File: src/rtl/fila_writer.sv
// Write-side controller for the 8-entry, 4-bit shift queue: turns push/flush
// requests into a setup-strobe-recover write sequence and tracks queue fill.
module fila_writer #(
    parameter int STROBE_CYCLES = 1
) (
    input  logic       i_clock,
    input  logic       i_reset_n,
    input  logic       i_push,
    input  logic [3:0] i_code,
    input  logic       i_flush,
    output logic       o_ready,
    output logic [3:0] o_ram_data,
    output logic       o_ram_write,
    output logic [3:0] o_fill_count,
    output logic       o_pair_valid,
    output logic       o_done
);

    localparam int SCW = (STROBE_CYCLES > 1) ? $clog2(STROBE_CYCLES) : 1;
    localparam logic [SCW-1:0] SC_LAST = SCW'(STROBE_CYCLES - 1);

    typedef enum logic [1:0] {
        S_IDLE,
        S_SETUP,
        S_STROBE,
        S_RECOVER
    } state_t;

    state_t         r_state;
    state_t         w_next;
    logic           r_flush;
    logic [2:0]     r_fcnt;
    logic [SCW-1:0] r_scnt;
    logic           w_accept;
    logic           w_strobe_end;
    logic           w_finish;
    logic [3:0]     w_fill_nxt;

    always_comb begin
        w_next       = r_state;
        w_accept     = 1'b0;
        w_strobe_end = 1'b0;
        case (r_state)
            S_IDLE: begin
                if (i_flush || i_push) begin
                    w_accept = 1'b1;
                    w_next   = S_SETUP;
                end
            end
            S_SETUP:  w_next = S_STROBE;
            S_STROBE: begin
                if (r_scnt == SC_LAST) begin
                    w_strobe_end = 1'b1;
                    w_next       = S_RECOVER;
                end
            end
            S_RECOVER: w_next = (r_flush && r_fcnt != 3'd0) ? S_SETUP : S_IDLE;
            default:   w_next = S_IDLE;
        endcase
    end

    // Outputs are registered from next-state values, so done/fill land in RECOVER.
    assign w_finish = w_strobe_end && (!r_flush || r_fcnt == 3'd0);

    always_comb begin
        w_fill_nxt = o_fill_count;
        if (w_finish) begin
            if (r_flush)
                w_fill_nxt = 4'd0;
            else if (o_fill_count != 4'd8)
                w_fill_nxt = o_fill_count + 4'd1;
        end
    end

    always_ff @(posedge i_clock or negedge i_reset_n) begin
        if (!i_reset_n) begin
            r_state      <= S_IDLE;
            r_flush      <= 1'b0;
            r_fcnt       <= 3'd0;
            r_scnt       <= '0;
            o_ready      <= 1'b1;
            o_ram_data   <= 4'd0;
            o_ram_write  <= 1'b0;
            o_fill_count <= 4'd0;
            o_pair_valid <= 1'b0;
            o_done       <= 1'b0;
        end else begin
            r_state      <= w_next;
            o_ready      <= (w_next == S_IDLE);
            o_ram_write  <= (w_next == S_STROBE);
            o_done       <= w_finish;
            o_fill_count <= w_fill_nxt;
            o_pair_valid <= (w_fill_nxt == 4'd8);
            if (w_accept) begin
                r_flush    <= i_flush;
                o_ram_data <= i_flush ? 4'd0 : i_code;
                if (i_flush)
                    r_fcnt <= 3'd7;
            end
            if (r_state == S_STROBE)
                r_scnt <= r_scnt + 1'b1;
            else
                r_scnt <= '0;
            if (r_state == S_RECOVER && r_flush && r_fcnt != 3'd0)
                r_fcnt <= r_fcnt - 3'd1;
        end
    end

endmodule

File: config.mk
export PLATFORM = sky130hd
export DESIGN_NAME = fila_writer
export DESIGN_NICKNAME = d
export VERILOG_FILES = /design/src/rtl/fila_writer.sv
export SDC_FILE = /design/constraint.sdc
export NUM_CORES = 1
export LEC_CHECK = 0
export ABC_AREA = 1
export CAP_MARGIN = 25
export CORE_MARGIN = 4
export CORE_UTILIZATION = 45
export CTS_BUF_LIST = sky130_fd_sc_hd__clkbuf_8 sky130_fd_sc_hd__clkbuf_16
export DETAILED_ROUTE_END_ITERATION = 10
export PLACE_DENSITY = 0.75
export SLEW_MARGIN = 20
export SYNTH_ARGS = -nofsm -noshare
export SYNTH_HDL_FRONTEND = slang
export SYNTH_SLANG_ARGS = --single-unit
File: constraint.sdc
create_clock -name i_clock -period 3.5 [get_ports i_clock]
set_clock_uncertainty 0.05 [all_clocks]
set_input_delay 0.875 -clock i_clock [delete_from_list [all_inputs] [get_ports i_clock]]
set_output_delay 0.875 -clock i_clock [all_outputs]
set_load 0.01 [all_outputs]
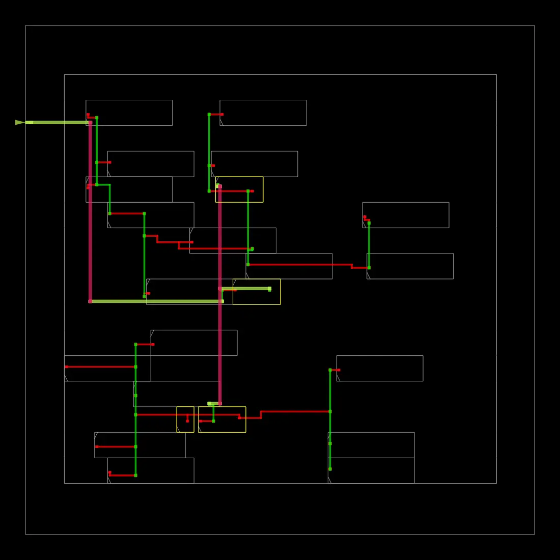
Figure 1: clock nets.
number of buffers created by CTS: 3
clock sink count: 19

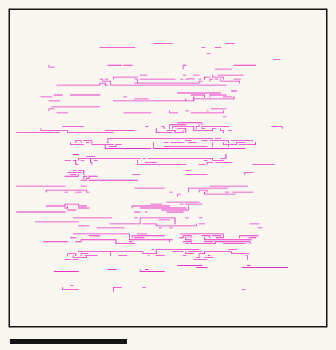
Figure 2: the metal 1 layer.
Bar = 20 um.
longest straight run	19.8 um
main direction	horizontal
share of all routed wire	46%

==> flow report <==
======================================================================================
Final hold slack                                                              0.456 ns
Clk Latency, worst-skew pair                                                   0.25 ns
Run status                                                                finished clean
Nets                                                                               146
Antenna violation net count after detailed routing                                   0
Total number of sequential cells                                                    19
And-or/or-and share of the synthesized area                                     0.0691
Type of the worst setup path                                                   reg2out
Non-clock inverter count in the final layout                                        22
Xor+xnor area frac                                                                   0
Static Leakage                                                                0.620 nW
Cell internal power dissipation                                               0.656 mW
Most frequent cells in the layout                                         19 x nand2_1, 19 x clkdlybuf4s50_1, 18 x dfrtp_1, 17 x inv_1, 10 x nor2_1
Synth async-reset ratio                                                           1.00
Antenna violations before repair                                                     0
Area growth from synthesis to layout                                             28.2%
Final WL                                                                       1630 um
Total iterations of the first detailed-routing run                                   4
Length of routed wiring on met1                                                 751 um
Core Util at FP                                                                  0.479
Clock network power                                                           0.149 mW
Number of storage elements in the synthesis netlist                                 19
Ys flop type                                                                   dfrtp_1
Total nets after synthesis                                                         122
Highest layer used for signal routing                                             met4
CTS HTree Levels                                                                     1
Type of destination of the critical path                                    output pin
Total length of routed met3 wires                                                80 um
Final cell area excluding filler cells                                      1230 sq um
Placement row count                                                                 16
Period Utilization, post-route                                                   0.631
# Taps                                                                              27
Non-clk bufs                                                                        19
Core area                                                                   2000 sq um
MUX area fraction                                                                    0
Library cell contributing the largest single delay on the critical path   clkdlybuf4s50_1
Class of the tightest hold or removal check                                    reg2reg
Routed WL per cell                                                             10.4 um
Number of max-capacitance violations reported                                        0
Mean area per synthesized cell                                              9.05 sq um
Pin count of the biggest net entering global routing                                20
Area taken by flip-flops and latches                                         477 sq um
Cell accounting for the most synthesized area                                  dfrtp_1
Sequence of cells on the critical path                                    clkdlybuf4s50_1
Number of vias after detailed routing                                              726
Half-perimeter wire length after placement                                     1310 um
Seq pwr                                                                       0.405 mW
Clk_buf instances                                                                    3
Total track usage                                                                0.143
Non-clock buffer share                                                           0.155
Drt first-iter violations                                                           18
Largest buffer count on any clock path                                               2
Number of remaining DRC errors                                                       0
Final total negative setup slack                                                  0 ns
Largest fanout on the critical path                                                  1
Number of buffers inserted by post-CTS setup repair                                  0
Combinational gates                                                                 65
Hold violation total from the final report                                           0
Cell area leaders                                                         dfrtp_1 47%, ha_1 10%, nand2_1 7.4%
Worst IR Drop VDD                                                             0.534 mV
Setup slack after layout                                                       1.29 ns
Proportion of power drawn by combinational gates                                 0.497
Fmax                                                                         0.453 GHz
Cell with the most instances after synthesis                                   nand2_1
Final setup viols                                                                    0
Count of library flops with an enable pin                                            0
Adder share                                                                      0.104
Flop share of the area                                                           0.388
Total buffers and inverters traversed by the critical path                           1
Simple-gate share of the synthesized area                                        0.239
Post-synthesis cell type count                                                      21
Biggest power consumer among the groups                                   combinational logic
Warning count from the yosys run                                                     0
Top cells by instance count after synthesis                               19 x nand2_1, 18 x dfrtp_1, 17 x inv_1
Length of routed met2 wiring                                                    754 um
Count of cells resized by post-cts repair                                            0
Post-synthesis instance area                                                 960 sq um
Slowest Stage Delay on Critical Path                                           0.52 ns
Setup slack after placement                                                    1.34 ns
Period minus WS final                                                          2.21 ns
Comb pwr                                                                      0.549 mW
GRT overflow                                                                         0
Part of the total power dissipated in sequential elements                        0.367
Required @ worst endpoint                                                      2.57 ns
Area of the multi-input gates                                                395 sq um
Via count of the first global-routing pass                                         709
Worst rel slew slack                                                             0.460
Worst-Margin Slew                                                             0.807 ns
Endpoint arrival time on the critical path                                     1.28 ns
======================================================================================
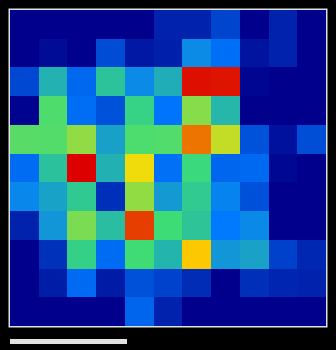
Figure 3: signal metal coverage by tile.
Bar = 20 um. The die is cut into 11 by 11 equal tiles; dark blue is low, red is high, scaled to the fullest tile. Values are wire area over tile area, all layers added.
nearly empty tiles	29%
densest ninth of the die	center
tiles over half the peak	16%
mean over tiles	0.089
fullest tile	0.38

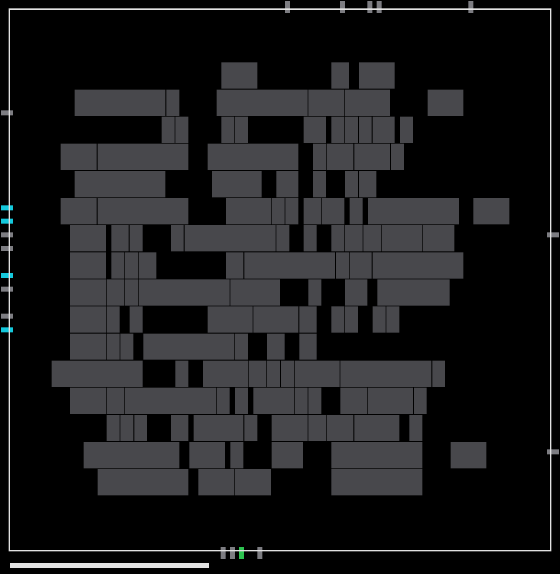
Figure 4: ports around the boundary.
Bar = 20 um. Pins as bars across the die edge, other pins in gray.
color	port	pins	direction	edge
green	i_flush	1	input	south
cyan	o_ram_data	4	output	west
all pins by edge	9 west, 5 north, 4 south, 2 east
Die X: 54.2 um
overall die height: 54.2 um
buffers added on ports: 19

-- worst paths after layout --
kind,from,endpoint,slack (ns),depth (start not counted)
min,r_fcnt[0],r_fcnt[0],0.46,1
max in group asynchronous,i_reset_n,o_ram_write,1.86,1
max,o_ready,o_ready,1.29,1
min reg2reg,r_fcnt[0],r_fcnt[0],0.46,1
max reg2reg,r_fcnt[0],o_pair_valid,1.93,11
min in group asynchronous,i_reset_n,r_scnt,1.04,1
-- stage by stage --
step / util / instances
finish: 0.614 / 156
global route: 0.614 / 156
CTS: 0.614 / 156
detailed placement: 0.591 / 152
global placement: 0.591 / 152
floorplan: - / 106
-- routing by layer --
layer / global-route usage / vias to the layer above
met5: 0 / -
met4: 0.0871 / 0
met3: 0.0360 / 5
met2: 0.211 / 18
met1: 0.186 / 330
li1: - / 373
Power is estimated from default activity; no workload was simulated.
